==> config.mk <==
export PLATFORM = sky130hd
export DESIGN_NAME = serial_tx_framer
export DESIGN_NICKNAME = d
export VERILOG_FILES = /design/src/rtl/serial_pkg.sv /design/src/rtl/serial_bit_timer.sv /design/src/rtl/serial_tx_framer.sv
export SDC_FILE = /design/constraint.sdc
export NUM_CORES = 1
export LEC_CHECK = 0
export CORE_MARGIN = 1.5
export CORE_UTILIZATION = 30
export DETAILED_ROUTE_END_ITERATION = 10
export SLEW_MARGIN = 20
export SYNTH_ARGS = -nofsm -noshare
export SYNTH_HDL_FRONTEND = slang
export SYNTH_HIERARCHICAL = 1
export SYNTH_SLANG_ARGS = --single-unit
==> constraint.sdc <==
create_clock -name clk -period 6.13 [get_ports clk]
set_input_delay 1.226 -clock clk [delete_from_list [all_inputs] [get_ports clk]]
set_output_delay 1.226 -clock clk [all_outputs]
set_load 0.05 [all_outputs]
==> src/rtl/serial_pkg.sv <==
// Shared definitions for the serial transmit framer: parity modes, FSM states
// and the frame-length helper.
package serial_pkg;

  localparam int PARITY_NONE = 0;
  localparam int PARITY_EVEN = 1;
  localparam int PARITY_ODD  = 2;

  typedef enum logic [2:0] {
    IDLE,
    START,
    DATA,
    PAR,
    STOP
  } state_e;

  function automatic int frame_bits(input int data_w, input int parity, input int stop_bits);
    return 1 + data_w + ((parity != PARITY_NONE) ? 1 : 0) + stop_bits;
  endfunction

endpackage

==> src/rtl/serial_bit_timer.sv <==
// Counts clocks within one bit period while run is high; bit_end marks the
// last clock of each period.
module serial_bit_timer #(
  parameter int CLKS_PER_BIT = 1
) (
  input  logic clk,
  input  logic rst,
  input  logic run,
  output logic bit_end
);

  localparam int CW = (CLKS_PER_BIT > 1) ? $clog2(CLKS_PER_BIT) : 1;
  localparam logic [CW-1:0] LAST = CW'(CLKS_PER_BIT - 1);

  logic [CW-1:0] cnt_q, cnt_d;

  // Held at zero while idle so a new frame always starts on a full bit period.
  always_comb begin
    cnt_d = cnt_q;
    if (!run || cnt_q == LAST) cnt_d = '0;
    else                       cnt_d = cnt_q + CW'(1);
  end

  assign bit_end = run && (cnt_q == LAST);

  always_ff @(posedge clk or posedge rst) begin
    if (rst) cnt_q <= '0;
    else     cnt_q <= cnt_d;
  end

endmodule

==> src/rtl/serial_tx_framer.sv <==
// Serial transmitter: start bit, DATA_W data bits, optional parity, 1-2 stop
// bits, each held CLKS_PER_BIT clocks; back-to-back frames without idle gap.
module serial_tx_framer
  import serial_pkg::*;
#(
  parameter int DATA_W       = 7,
  parameter int PARITY       = 1,
  parameter int STOP_BITS    = 1,
  parameter int CLKS_PER_BIT = 1,
  parameter int LSB_FIRST    = 1
) (
  input  logic              clk,
  input  logic              rst,
  input  logic              in_valid,
  output logic              in_ready,
  input  logic [DATA_W-1:0] in_data,
  output logic              serial_out,
  output logic              busy,
  output logic              frame_done
);

  if (DATA_W < 1 || DATA_W > 16) begin : g_bad_data_w
    $error("serial_tx_framer: DATA_W must be in 1..16");
  end
  if (PARITY < PARITY_NONE || PARITY > PARITY_ODD) begin : g_bad_parity
    $error("serial_tx_framer: PARITY must be 0, 1 or 2");
  end
  if (STOP_BITS < 1 || STOP_BITS > 2) begin : g_bad_stop
    $error("serial_tx_framer: STOP_BITS must be 1 or 2");
  end
  if (CLKS_PER_BIT < 1) begin : g_bad_cpb
    $error("serial_tx_framer: CLKS_PER_BIT must be at least 1");
  end
  if (LSB_FIRST < 0 || LSB_FIRST > 1) begin : g_bad_order
    $error("serial_tx_framer: LSB_FIRST must be 0 or 1");
  end

  localparam int MAXC = (DATA_W > STOP_BITS) ? DATA_W : STOP_BITS;
  localparam int IW   = (MAXC > 1) ? $clog2(MAXC) : 1;
  localparam logic [IW-1:0] LAST_DATA = IW'(DATA_W - 1);
  localparam logic [IW-1:0] LAST_STOP = IW'(STOP_BITS - 1);

  state_e            state_q, state_d;
  logic [IW-1:0]     idx_q, idx_d;
  logic [DATA_W-1:0] shreg_q, shreg_d;
  logic              par_q, par_d;
  logic              bit_end;
  logic              last_stop;
  logic              accept;
  logic              data_bit;

  serial_bit_timer #(
    .CLKS_PER_BIT(CLKS_PER_BIT)
  ) u_timer (
    .clk    (clk),
    .rst    (rst),
    .run    (busy),
    .bit_end(bit_end)
  );

  assign busy       = (state_q != IDLE);
  assign last_stop  = (state_q == STOP) && bit_end && (idx_q == LAST_STOP);
  assign in_ready   = !rst && ((state_q == IDLE) || last_stop);
  assign accept     = in_valid && in_ready;
  assign frame_done = last_stop;
  assign data_bit   = (LSB_FIRST != 0) ? shreg_q[0] : shreg_q[DATA_W-1];

  always_comb begin
    serial_out = 1'b1;
    case (state_q)
      START:   serial_out = 1'b0;
      DATA:    serial_out = data_bit;
      PAR:     serial_out = par_q;
      default: serial_out = 1'b1;
    endcase
  end

  always_comb begin
    state_d = state_q;
    idx_d   = idx_q;
    shreg_d = shreg_q;
    par_d   = par_q;

    // Loading in the final stop cycle is what makes back-to-back frames gapless.
    if (accept) begin
      shreg_d = in_data;
      par_d   = (^in_data) ^ (PARITY == PARITY_ODD);
    end

    case (state_q)
      IDLE: begin
        if (accept) state_d = START;
      end
      START: begin
        if (bit_end) begin
          state_d = DATA;
          idx_d   = '0;
        end
      end
      DATA: begin
        if (bit_end) begin
          shreg_d = (LSB_FIRST != 0) ? (shreg_q >> 1) : (shreg_q << 1);
          if (idx_q == LAST_DATA) begin
            idx_d   = '0;
            state_d = (PARITY != PARITY_NONE) ? PAR : STOP;
          end else begin
            idx_d = idx_q + IW'(1);
          end
        end
      end
      PAR: begin
        if (bit_end) begin
          state_d = STOP;
          idx_d   = '0;
        end
      end
      STOP: begin
        if (bit_end) begin
          if (idx_q == LAST_STOP) begin
            idx_d   = '0;
            state_d = accept ? START : IDLE;
          end else begin
            idx_d = idx_q + IW'(1);
          end
        end
      end
      default: begin
        state_d = IDLE;
        idx_d   = '0;
      end
    endcase
  end

  always_ff @(posedge clk or posedge rst) begin
    if (rst) begin
      state_q <= IDLE;
      idx_q   <= '0;
    end else begin
      state_q <= state_d;
      idx_q   <= idx_d;
    end
  end

  // Payload and parity are only observed in DATA/PAR, so they carry no reset.
  always_ff @(posedge clk) begin
    shreg_q <= shreg_d;
    par_q   <= par_d;
  end

endmodule

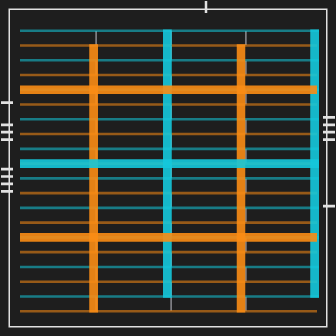
Figure 1: run 1, PDN straps and rails.
Pins as bars on the die edge. Tap cells in gray.
legend:
  cyan:
    net: VDD
  orange:
    net: VSS
tap cells: 31
rows: 19
met5 straps: 3
met4 straps: 4
highest ir drop seen on vdd: 150 µV
standard cell core area: 2830 µm²
die outline width: 58.2 µm
Die Ht: 58.2 µm

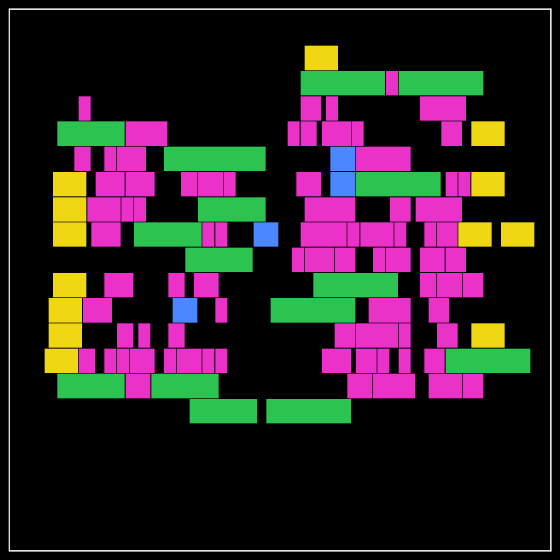
Figure 2: run 1, placed cells, one color a class.
legend:
  blue:
    class: clock drivers and dummy loads
    cells: 4
    share_of_their_area: 2.9%
  magenta:
    class: combinational and other logic
    cells: 80
    share_of_their_area: 51%
  yellow:
    class: remaining buffers and delay cells
    cells: 13
    share_of_their_area: 13%
  green:
    class: sequential cells
    cells: 15
    share_of_their_area: 33%
number of cell rows: 19
flop share of the area: 0.321
post-route core utilization: 0.381
final std cell area, no fill: 1080 µm²

==> reports/results.txt, run 1 <==
Aoi share - 0.155
CP cell instances - clkdlybuf4s50_1 > nor4_1 > clkdlybuf4s50_1
Number of instances in the synthesized netlist - 100
OpenROAD warning count - 28
Critical-path maximum fanout - 4
Number of nets still failing antenna checks after routing - 0
Leading cell types in the layout, fill and taps excluded - nand2_1 (17), clkdlybuf4s50_1 (13), dfrtp_1 (7), dfxtp_1 (7)
Routed wl met3 - 100 µm
Violated checks - design-rule violations
Internal Power - 0.273 mW
Switching share of total power - 0.447
Number of library cell types mapped by synthesis - 38
Type of the worst setup path - input port to primary output
Post-route setup slack - 2.10 ns
Total setup buffers inserted after CTS - 0
Commonest cells post-synth - nand2_1 (17), dfrtp_1 (7), dfxtp_1 (7)
Final wirelength - 1650 µm
Post-CTS Resized - 0
Number of sinks handled by clock tree synthesis - 15
Post-layout minimum cycle time - 4.03 ns
MaxCap Viol Count - 0
Combinational share of power - 0.495
Result of the run - finished with violations
WHS - 0.478 ns
Worst-case headroom to the max-slew limit - 0.566
Measured slew at the worst slew-check pin - 0.649 ns
Routed len/inst - 11.6 µm
Pre-antenna DRT Iters - 7
Kind of start point of the critical path - input port
Synthesis-to-finish area growth - 17.8%
Max Root-Sink Buffers - 2
Number of DRC violations after detailed routing - 2
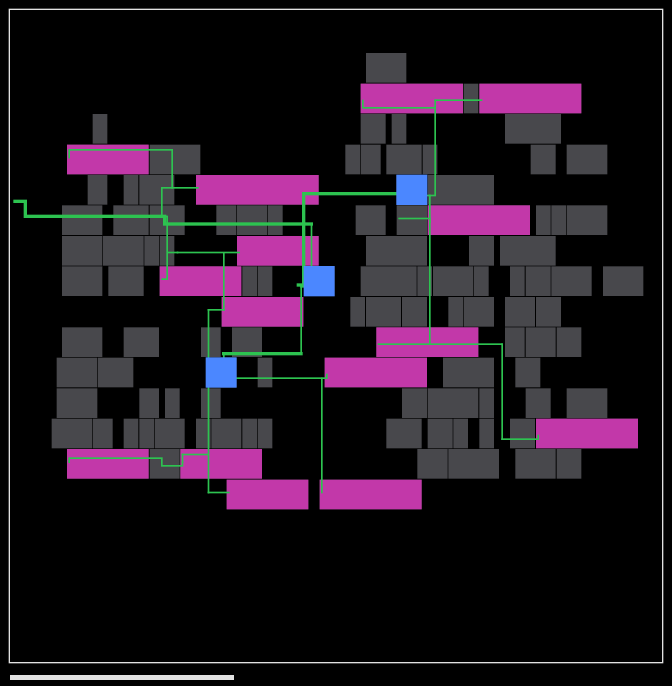
Figure 3: run 1, clock distribution.
Bar = 20 µm.
legend:
  magenta:
    item: flip-flops
    count: 15
  blue:
    item: clock drivers
    count: 3
  green:
    item: clock wires
    length: 220 µm
routed clock nets: 4

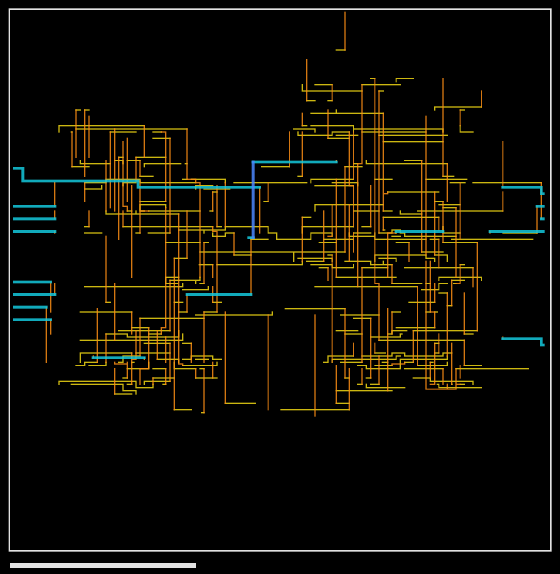
Figure 4: run 1, signal wires by layer.
Bar = 20 µm.
legend:
  cyan:
    layer: metal 3
    wire_length: 101 µm
  orange:
    layer: metal 2
    wire_length: 772 µm
  yellow:
    layer: metal 1
    wire_length: 773 µm
  blue:
    layer: metal 4
    wire_length: 8.20 µm

-- run 1: layout make-up --
class | count | area [µm²]
Clock inverter | 1 | 7.51
Inverter | 5 | 18.8
Timing Repair Buffer | 13 | 130
Multi-Input combinational cell | 75 | 514
Sequential cell | 15 | 345
Clock buffer | 3 | 22.5
Fill cell | 290 | 1750
Tap cell | 31 | 38.8
-- run 1: metal layers --
metal / up-vias / GRT usage
li1: 373 / -
met1: 333 / 0.151
met2: 21 / 0.174
met3: 2 / 0.0402
met4: 0 / 0.0399
met5: - / 0
-- run 1: flip-flops by register name, indices dropped and copies added, names as in the netlist --
signal / cells
idx_q: 3
par_q: 1
shreg_q: 7
state_q: 3
u_timer/cnt_q: 1
## Run 2: what changed since run 1
==> constraint.sdc (replaced) <==
create_clock -name clk -period 3.4 [get_ports clk]
set_input_delay 0.68 -clock clk [delete_from_list [all_inputs] [get_ports clk]]
set_output_delay 0.68 -clock clk [all_outputs]
set_load 0.05 [all_outputs]
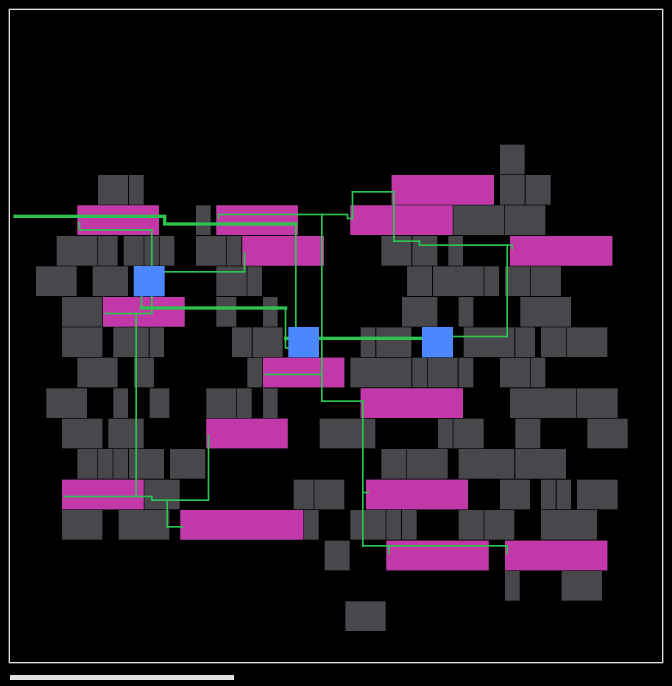
Figure 5: run 2, clock distribution.
Bar = 20 µm.
legend:
  green:
    item: clock wires
    length: 238 µm
  blue:
    item: clock drivers
    count: 3
  magenta:
    item: flip-flops
    count: 15
routed clock nets: 4

==> reports/results.txt, run 2 <==
WHS - 0.469 ns (was 0.478 ns)
Measured slew at the worst slew-check pin - 0.645 ns (was 0.649 ns)
OpenROAD warning count - 28 (unchanged)
Final Max Slew Viols - 0 (unchanged)
Commonest cells post-synth - nand2_1 (17), dfrtp_1 (7), dfxtp_1 (7) (unchanged)
Global route hottest layer - met2 (unchanged)
Die Ht - 58.2 µm (unchanged)
Type of the worst setup path - flip-flop to primary output (was input port to primary output)
Kind of start point of the critical path - flip-flop (was input port)
Largest registers ranked by flip-flop count - shreg_q x7, idx_q x3, state_q x3 (unchanged)
Met3 Track Usage GR - 0.0469 (was 0.0402)
Number of DRC violations after detailed routing - 0 (was 2)
Post-layout minimum cycle time - 3.03 ns
Routed len/inst - 11.6 µm (about the same)
Standard cell core area - 2830 µm² (unchanged)
Post-route core utilization - 0.392 (was 0.381)
Post-route setup slack - 0.375 ns (was 2.10 ns)
Result of the run - finished clean (was finished with violations)
Clock network power share - 0.118 (was 0.125)
MaxCap Viol Count - 0 (unchanged)
Largest register FFs - 7 (unchanged)
Critical-path maximum fanout - 6 (was 4)
Pre-antenna DRT Iters - 6 (was 7)
Most flop-heavy register - shreg_q (unchanged)
Post-CTS Resized - 0 (unchanged)
Synthesis-to-finish area growth - 21.3% (was 17.8%)
Number of nets still failing antenna checks after routing - 0 (unchanged)
Final wirelength - 1700 µm (was 1650 µm)
WP buf/inv - 1 (was 2)
Met1 Track Usage GR - 0.145 (was 0.151)
CP cell instances - or3_1 > nor2b_4 > nand3b_1 > and2_1 > nor4_2 > clkdlybuf4s50_1 (was clkdlybuf4s50_1 > nor4_1 > clkdlybuf4s50_1)
Switching share of total power - 0.442 (was 0.447)
Number of library cell types mapped by synthesis - 38 (unchanged)
Internal Power - 0.512 mW (was 0.273 mW)
Total setup buffers inserted after CTS - 0 (unchanged)
Worst-case headroom to the max-slew limit - 0.569 (was 0.566)
Final std cell area, no fill - 1110 µm² (was 1080 µm²)
Max Root-Sink Buffers - 2 (unchanged)
Routed wl met3 - 92 µm (was 100 µm)
Combinational share of power - 0.561 (was 0.495)
Die outline width - 58.2 µm (unchanged)
Number of sinks handled by clock tree synthesis - 15 (unchanged)
## run 2: cell counts after synthesis
No cell type changed its count.
## run 2: cell families after synthesis
family | count (synthesis) | synth area share
AND-OR/OR-AND | 17 | 0.155
XOR/XNOR | 7 | 0.0670
adder cells (fa/ha/maj) | 3 | 0.0410
buffers and inverters | 10 | 0.0602
flip-flops | 15 | 0.378
other | 1 | 0.00410
AND/OR/NAND/NOR | 47 | 0.295
## run 2: layout make-up
class	instances	area (µm²)
fillers	297	1720
multi-input cells	75	527
flip-flops and latches	15	345
repair buffers	16	153
well taps	31	38.8
clock buffers	3	22.5
inverters	5	18.8
clock inverters	1	5.00
## run 2: worst min-delay path, delay by kind of cell, from the launching register on
family | cells | cell delay (ns)
flip-flops | 1 | 0.32
AND-OR/OR-AND | 1 | 0.07
AND/OR/NAND/NOR | 1 | 0.05
Power is estimated from default activity; no workload was simulated.
